**Floorplan with the power grid**

Scale bar: 100 um. Pins as bars on the die edge.
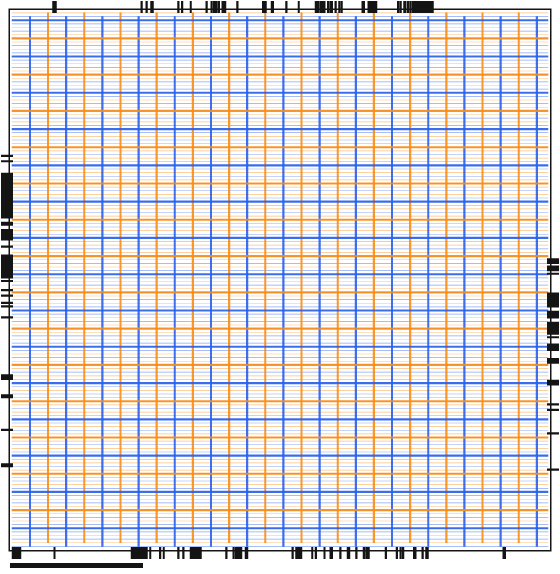
**Placed cells, one colour a class**

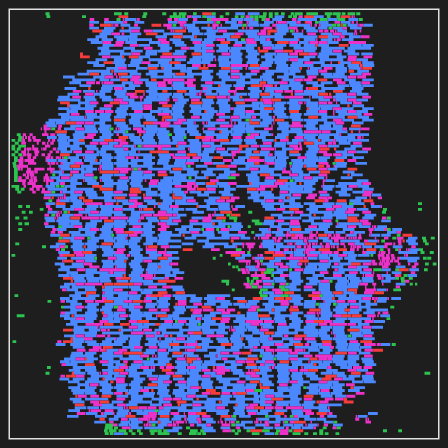
**Clock wires, drivers and flops**

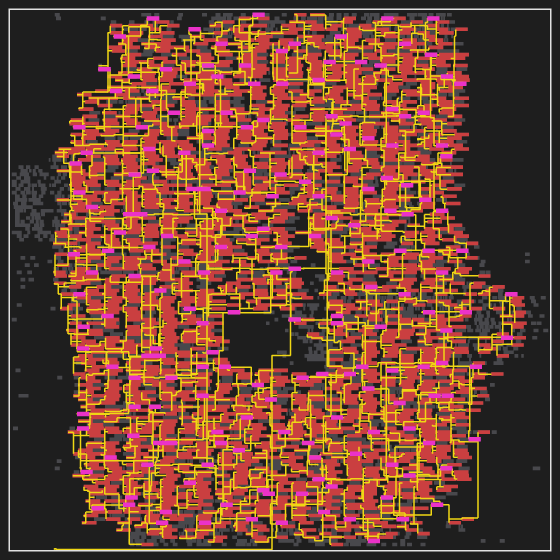
**Routed metal, one colour a layer**

Scale bar: 100 um.
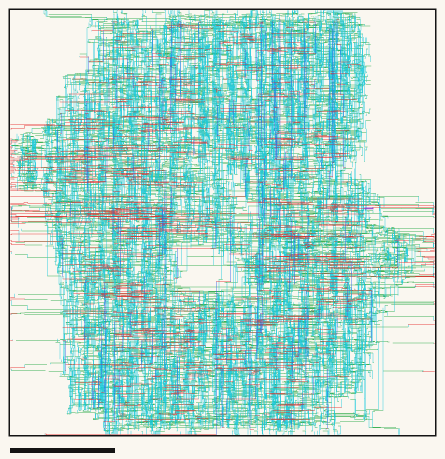
## src/rtl/output_stream_buffer.sv

```systemverilog
// -----------------------------------------------------------------------------
// output_stream_buffer
//   Requantizes accumulator results from the convolution controller, buffers
//   them with their coordinates in a first-word-fall-through FIFO and streams
//   them to the host with a valid/ready handshake. Tracks how many words of
//   the current layer have been delivered and reports completion.
//
// Ports
//   clk           single clock, rising edge
//   arst_n_in     asynchronous reset, active low
//   start         begin a new layer; flushes stage register, FIFO and counters
//   in_valid      accumulator result present (controller output_valid)
//   in_data       signed accumulator result, ACC_WIDTH bits
//   in_x/y/ch     result coordinates, 32 bits each
//   almost_full   registered stall request to the upstream controller
//   out_valid     head word available to the host
//   out_ready     host accepts the head word
//   out_data      requantized signed head word, OUT_WIDTH bits
//   out_x/y/ch    coordinates of out_data
//   busy          layer in progress
//   done          every result of the layer has been delivered
//   overflow      sticky: a result was dropped because the FIFO was full
// -----------------------------------------------------------------------------
module output_stream_buffer #(
  parameter int ACC_WIDTH          = 32,
  parameter int OUT_WIDTH          = 16,
  parameter int SHIFT              = 8,
  parameter int DEPTH              = 16,
  parameter int AF_MARGIN          = 6,
  parameter int FEATURE_MAP_WIDTH  = 1024,
  parameter int FEATURE_MAP_HEIGHT = 1024,
  parameter int OUTPUT_NB_CHANNELS = 64
) (
  input  logic                 clk,
  input  logic                 arst_n_in,
  input  logic                 start,
  input  logic                 in_valid,
  input  logic [ACC_WIDTH-1:0] in_data,
  input  logic [31:0]          in_x,
  input  logic [31:0]          in_y,
  input  logic [31:0]          in_ch,
  output logic                 almost_full,
  output logic                 out_valid,
  input  logic                 out_ready,
  output logic [OUT_WIDTH-1:0] out_data,
  output logic [31:0]          out_x,
  output logic [31:0]          out_y,
  output logic [31:0]          out_ch,
  output logic                 busy,
  output logic                 done,
  output logic                 overflow
);

  localparam int AW = $clog2(DEPTH);
  localparam int CW = AW + 1;
  // FIFO entry layout: {data, x, y, ch}
  localparam int EW = OUT_WIDTH + 96;

  localparam logic [CW-1:0] DEPTH_C    = CW'(DEPTH);
  localparam logic [CW-1:0] AF_LEVEL_C = CW'(DEPTH - AF_MARGIN);
  localparam logic [31:0]   TOTAL_C    = 32'(FEATURE_MAP_WIDTH * FEATURE_MAP_HEIGHT * OUTPUT_NB_CHANNELS);
  localparam logic [31:0]   TOTAL_M1_C = TOTAL_C - 32'd1;

  localparam logic [ACC_WIDTH:0] RND_C = {{ACC_WIDTH{1'b0}}, 1'b1} << (SHIFT - 1);
  localparam logic signed [ACC_WIDTH:0] SAT_MAX_C =
    {{(ACC_WIDTH - OUT_WIDTH + 2){1'b0}}, {(OUT_WIDTH - 1){1'b1}}};
  localparam logic signed [ACC_WIDTH:0] SAT_MIN_C =
    {{(ACC_WIDTH - OUT_WIDTH + 2){1'b1}}, {(OUT_WIDTH - 1){1'b0}}};

  localparam logic [1:0] ST_IDLE = 2'd0;
  localparam logic [1:0] ST_RUN  = 2'd1;
  localparam logic [1:0] ST_DONE = 2'd2;

  // Round-half-up, arithmetic shift, saturate. One extra bit keeps the
  // rounding addition from wrapping at the positive extreme.
  function automatic logic [OUT_WIDTH-1:0] requant(input logic [ACC_WIDTH-1:0] acc);
    logic signed [ACC_WIDTH:0] sum;
    logic signed [ACC_WIDTH:0] shifted;
    logic [OUT_WIDTH-1:0]      res;
    sum     = $signed({acc[ACC_WIDTH-1], acc}) + $signed(RND_C);
    shifted = sum >>> SHIFT;
    if (shifted > SAT_MAX_C) begin
      res = {1'b0, {(OUT_WIDTH - 1){1'b1}}};
    end else if (shifted < SAT_MIN_C) begin
      res = {1'b1, {(OUT_WIDTH - 1){1'b0}}};
    end else begin
      res = shifted[OUT_WIDTH-1:0];
    end
    return res;
  endfunction

  logic [1:0]    state_r, state_nxt_s;
  logic [AW-1:0] rd_ptr_r, wr_ptr_r, rd_ptr_nxt_s, wr_ptr_nxt_s;
  logic [CW-1:0] count_r, count_nxt_s, remain_s;
  logic          stage_valid_r;
  logic [EW-1:0] stage_entry_r;
  logic [EW-1:0] mem_r [DEPTH];
  logic [EW-1:0] head_r, head_nxt_s;
  logic [31:0]   pop_cnt_r, pop_cnt_nxt_s;
  logic          pop_s, push_ok_s, push_wr_s, ovf_set_s, overflow_nxt_s;
  logic          overflow_r, out_valid_r, almost_full_r, busy_r, done_r;

  // FIFO bookkeeping, head prefetch, pop counter and layer state machine
  always_comb begin
    pop_s        = (count_r != {CW{1'b0}}) & out_ready;
    // A full FIFO still takes a push when the head leaves on the same edge
    push_ok_s    = stage_valid_r & ((count_r < DEPTH_C) | pop_s);
    ovf_set_s    = stage_valid_r & ~push_ok_s;
    remain_s     = count_r - {{(CW - 1){1'b0}}, pop_s};
    rd_ptr_nxt_s = rd_ptr_r + {{(AW - 1){1'b0}}, pop_s};
    wr_ptr_nxt_s = wr_ptr_r + {{(AW - 1){1'b0}}, push_ok_s};
    count_nxt_s  = remain_s + {{(CW - 1){1'b0}}, push_ok_s};
    push_wr_s    = push_ok_s & ~start;
    overflow_nxt_s = overflow_r | ovf_set_s;

    // Registered head: an older entry takes over if one remains, otherwise
    // the entry being pushed becomes the head of an otherwise empty FIFO.
    if (remain_s != {CW{1'b0}}) begin
      head_nxt_s = mem_r[rd_ptr_nxt_s];
    end else if (push_ok_s) begin
      head_nxt_s = stage_entry_r;
    end else begin
      head_nxt_s = head_r;
    end

    case (state_r)
      ST_IDLE: begin
        if (start) begin
          state_nxt_s = ST_RUN;
        end else begin
          state_nxt_s = ST_IDLE;
        end
      end
      ST_RUN: begin
        if (start) begin
          state_nxt_s = ST_RUN;
        end else if (pop_s && (pop_cnt_r == TOTAL_M1_C)) begin
          state_nxt_s = ST_DONE;
        end else begin
          state_nxt_s = ST_RUN;
        end
      end
      ST_DONE: begin
        if (start) begin
          state_nxt_s = ST_RUN;
        end else begin
          state_nxt_s = ST_DONE;
        end
      end
      default: state_nxt_s = ST_IDLE;
    endcase

    if ((state_r == ST_RUN) && pop_s) begin
      pop_cnt_nxt_s = pop_cnt_r + 32'd1;
    end else begin
      pop_cnt_nxt_s = pop_cnt_r;
    end

    // start flushes everything; an entry in flight on this edge is lost
    if (start) begin
      rd_ptr_nxt_s   = {AW{1'b0}};
      wr_ptr_nxt_s   = {AW{1'b0}};
      count_nxt_s    = {CW{1'b0}};
      head_nxt_s     = head_r;
      pop_cnt_nxt_s  = 32'd0;
      overflow_nxt_s = 1'b0;
    end else begin
      overflow_nxt_s = overflow_r | ovf_set_s;
    end
  end

  // Stage register: requantized result and coordinates
  always_ff @(posedge clk or negedge arst_n_in) begin
    if (!arst_n_in) begin
      stage_valid_r <= 1'b0;
      stage_entry_r <= {EW{1'b0}};
    end else begin
      stage_valid_r <= in_valid & (state_r == ST_RUN) & ~start;
      if (in_valid) begin
        stage_entry_r <= {requant(in_data), in_x, in_y, in_ch};
      end
    end
  end

  // FIFO storage; contents are meaningless outside the pointer window
  always_ff @(posedge clk) begin
    if (push_wr_s) begin
      mem_r[wr_ptr_r] <= stage_entry_r;
    end
  end

  // FIFO control, state and registered status outputs
  always_ff @(posedge clk or negedge arst_n_in) begin
    if (!arst_n_in) begin
      state_r       <= ST_IDLE;
      rd_ptr_r      <= {AW{1'b0}};
      wr_ptr_r      <= {AW{1'b0}};
      count_r       <= {CW{1'b0}};
      head_r        <= {EW{1'b0}};
      pop_cnt_r     <= 32'd0;
      overflow_r    <= 1'b0;
      out_valid_r   <= 1'b0;
      almost_full_r <= 1'b0;
      busy_r        <= 1'b0;
      done_r        <= 1'b0;
    end else begin
      state_r       <= state_nxt_s;
      rd_ptr_r      <= rd_ptr_nxt_s;
      wr_ptr_r      <= wr_ptr_nxt_s;
      count_r       <= count_nxt_s;
      head_r        <= head_nxt_s;
      pop_cnt_r     <= pop_cnt_nxt_s;
      overflow_r    <= overflow_nxt_s;
      out_valid_r   <= (count_nxt_s != {CW{1'b0}});
      almost_full_r <= (count_nxt_s >= AF_LEVEL_C);
      busy_r        <= (state_nxt_s == ST_RUN);
      done_r        <= (state_nxt_s == ST_DONE);
    end
  end

  assign out_data    = head_r[EW-1 -: OUT_WIDTH];
  assign out_x       = head_r[95:64];
  assign out_y       = head_r[63:32];
  assign out_ch      = head_r[31:0];
  assign out_valid   = out_valid_r;
  assign almost_full = almost_full_r;
  assign busy        = busy_r;
  assign done        = done_r;
  assign overflow    = overflow_r;

endmodule
```

## config.mk

```make
export PLATFORM = sky130hd
export DESIGN_NAME = output_stream_buffer
export DESIGN_NICKNAME = d
export VERILOG_FILES = /design/src/rtl/output_stream_buffer.sv
export SDC_FILE = /design/constraint.sdc
export NUM_CORES = 2
export LEC_CHECK = 0
export CAP_MARGIN = 5
export CELL_PAD_IN_SITES_DETAIL_PLACEMENT = 0
export CELL_PAD_IN_SITES_GLOBAL_PLACEMENT = 1
export CORE_UTILIZATION = 49
export CTS_CLUSTER_DIAMETER = 120
export DETAILED_ROUTE_END_ITERATION = 8
export PLACE_DENSITY = 0.87
export SLEW_MARGIN = 10
export SYNTH_ARGS = -nofsm -noshare
export SYNTH_HDL_FRONTEND = slang
export SYNTH_SLANG_ARGS = --single-unit
```

## constraint.sdc

```tcl
create_clock -name clk -period 9.7 [get_ports clk]
set_input_delay 1.455 -clock clk [delete_from_list [all_inputs] [get_ports clk]]
set_output_delay 1.455 -clock clk [all_outputs]
set_load 0.005 [all_outputs]
```

==> results.py <==
# Flow results
metrics = {
    "run_status": {
        "status": "finished, final reports clean",
    },
    "layout": {
        "nNonClkBuffers": 315,
        "syn2layout_area_growth_pct": 14.9,
        "clk_share": 0.0721,
        "logic_gates": 1446,
        "inverters": 12,
        "lay_top_count": "edfxtp_1",
        "n_sequential_cell": 2069,
        "drive_above_1_share": 0.256,
        "bufAreaShareNonClock": 0.0343,
        "lay_top_cells": "edfxtp_1 (1792), mux4_2 (560), dfrtp_1 (277), nand2_1 (257), clkdlybuf4s50_1 (239)",
        "comb_area_share": 0.198,
        "finalNetCount": 4178,
        "largest_cell_class": "flip-flops and latches",
        "fill_cells": 11300,
        "regArea_sq_um": 60700,
    },
    "power": {
        "p_switching_uw": 7930,
        "p_clk_uw": 7840,
        "leakage_uw": 0.0293,
        "seq_power_uw": 10700,
        "power.group.top": "sequential cells",
        "p_comb_uw": 8550,
        "swShare": 0.293,
        "clkPwrFrac": 0.290,
        "p_comb_frac": 0.316,
        "p_int_uw": 19100,
        "seqPwrFrac": 0.394,
    },
    "synth": {
        "edf_count": 1792,
        "synth_flop_count": 2069,
        "syn_avg_cell_area_sq_um": 21.3,
        "yosys_area_sq_um": 79500,
        "synth_cell_types": 55,
        "yosysWarnings": 0,
        "top_cell_area_share": 0.677,
        "synthFlopType": "edfxtp_1",
        "yosys_cells": 3724,
        "yosys.area.top_type": "edfxtp_1",
        "ys_seq_share": 0.764,
        "syn_nets": 3867,
        "synth_area_sq_um": 79500,
        "synthTopCellsByArea": "edfxtp_1 (68%), mux4_2 (16%), dfrtp_1 (8.7%), mux2_2 (1.4%), nand2_1 (1.2%)",
    },
    "placement": {
        "gp_congestion": 0.764,
        "port-buffer-count": 242,
        "hpwl_mm": 89.2,
    },
    "setup_path": {
        "crit_arrival_ps": 6270,
        "path_max_fanout": 57,
        "path_class": "input port to register",
        "required_ps": 10430,
        "crit_buf_inv": 6,
        "worstReg2RegStart": "count_r[4]",
        "crit_slowest_cell": "buf_4",
        "endpoint": "head_r[43]",
        "r2r-end": "head_r[43]",
        "start_kind": "input port",
        "r2r_slack_ps": 4440,
        "end_kind": "register",
        "crit_family": "buffers and inverters",
        "cpMostUsedCell": "buf_4",
    },
    "detailed_routing": {
        "dr.pass1.iters": 5,
        "first_iter_violations": 4569,
        "viasPerCell": 6.15,
        "drc": 0,
        "vias": 39100,
        "wire_per_inst_um": 29.8,
    },
    "cts": {
        "cts_htree_levels": 4,
        "cts-root-buf": "clkbuf_16",
        "clock-sinks": 2069,
        "cts_inserted_buffers": 191,
        "cts_buffer_depth": 3,
        "ctsHoldBuffers": 0,
        "post-cts-setup-buffers": 0,
        "cts_tree": "done",
        "clock_latency_ps": 840,
    },
    "final_timing": {
        "hold_violations": 0,
        "relSlewSlack": 0.278,
        "tightest_slew_ps": 1080,
        "layout_setup_ws_ps": 4160,
        "slew_viol_final": 0,
        "setup_viol_count_final": 0,
        "finClkSkew_ps": 35.1,
        "fin_setup_tns_ps": 0,
    },
    "floorplanning": {
        "taps": 2160,
        "fp-utilization": 0.494,
    },
    "worst_hold_path": {
        "hp-class": "input port to async pin",
    },
    "global_route": {
        "grt_use_total": 0.234,
        "antenna_found_initial": 2,
        "grt_pass1_wl_mm": 276,
    },
    "run": {
        "tool_warnings": 46,
        "maxCapViolations": 0,
    },
}
-- 'floorplan with the power grid' (at the start) --
Key: orange = VDD; blue = VSS
29 straps on met4. 148 met1 rails follow the rows. The core has 147 rows. 250 signal pins sit on the boundary.

-- 'placed cells, one colour a class' (at the start) --
Key: green = other buffers and delay cells [cells 315]; magenta = all other logic [cells 1458]; blue = flip-flops [cells 2069]; red = clock drivers and dummy loads [cells 360]
Core Area: 161000 sq um
final instance area: 91300 sq um
Row Count: 147
Finished Core Util: 0.568
Seq area share: 0.665

-- 'clock wires, drivers and flops' (at the start) --
Key: yellow = clock wires [length 21.9 mm]; magenta = cells driving clock nets [count 191]; red = flip-flops [count 2069]
There are 192 routed clock nets.

-- 'routed metal, one colour a layer' (at the start) --
Key: blue = met4 [wire length 5460 um]; green = met1 [wire length 69.9 mm]; red = met3 [wire length 17600 um]; purple = met5 [wire length 7.40 um]; cyan = met2 [wire length 96.4 mm]

routing by layer:
metal,track usage,part of all wire
met4,0.0766,0.029
met3,0.0458,0.093
met1,0.310,0.37
met5,0,0.000037
met2,0.392,0.51
synthesized netlist by cell type, types with 4 or more instances:
cell type / n
ha_1: 10
nor2_1: 166
xor2_1: 26
o21ai_0: 23
o21ai_2: 9
clkbuf_1: 118
and3_1: 6
a31oi_1: 115
nor2b_1: 9
mux2_2: 97
edfxtp_1: 1792
a21oi_1: 15
inv_1: 12
xnor2_1: 21
and4_1: 6
nand3_1: 30
dfrtp_1: 277
nand2_1: 257
nor3_1: 12
or3_1: 13
buf_2: 56
nand4_1: 11
o2111ai_1: 4
nor4_1: 4
and2_1: 6
buf_1: 21
mux4_2: 560
nand2b_1: 8
per-stage QoR:
step                      std cells  total power, uW
after floorplan                3724            16900
after global placement         6002            19300
after detailed placement       6002            19400
after CTS                      6362            27300
after global routing           6362            28100
final                          6362            27100
flip-flops by register name, summed over array words and instances (netlist names):
signal	cells
almost_full	1
state_r	2
done	1
pop_cnt_r	32
wr_ptr_r	4
rd_ptr_r	4
mem_r	1792
stage_valid_r	1
out_valid	1
stage_entry_r	112
overflow	1
busy	1
count_r	5
head_r	112
cell families (layout without fill, tap and decap cells):
family                     count (synthesis)  in the layout  synth area share
DFF                                     2069           2069             0.764
muxes                                    660            660             0.173
and+or+nand+nor                          548            548            0.0303
buffers and inverters                    209            687            0.0109
AOI/OAI and AO/OA                        180            180            0.0148
xor gates and xnor gates                  48             48           0.00538
adders and majority gates                 10             10           0.00157
Power is estimated from default activity; no workload was simulated.
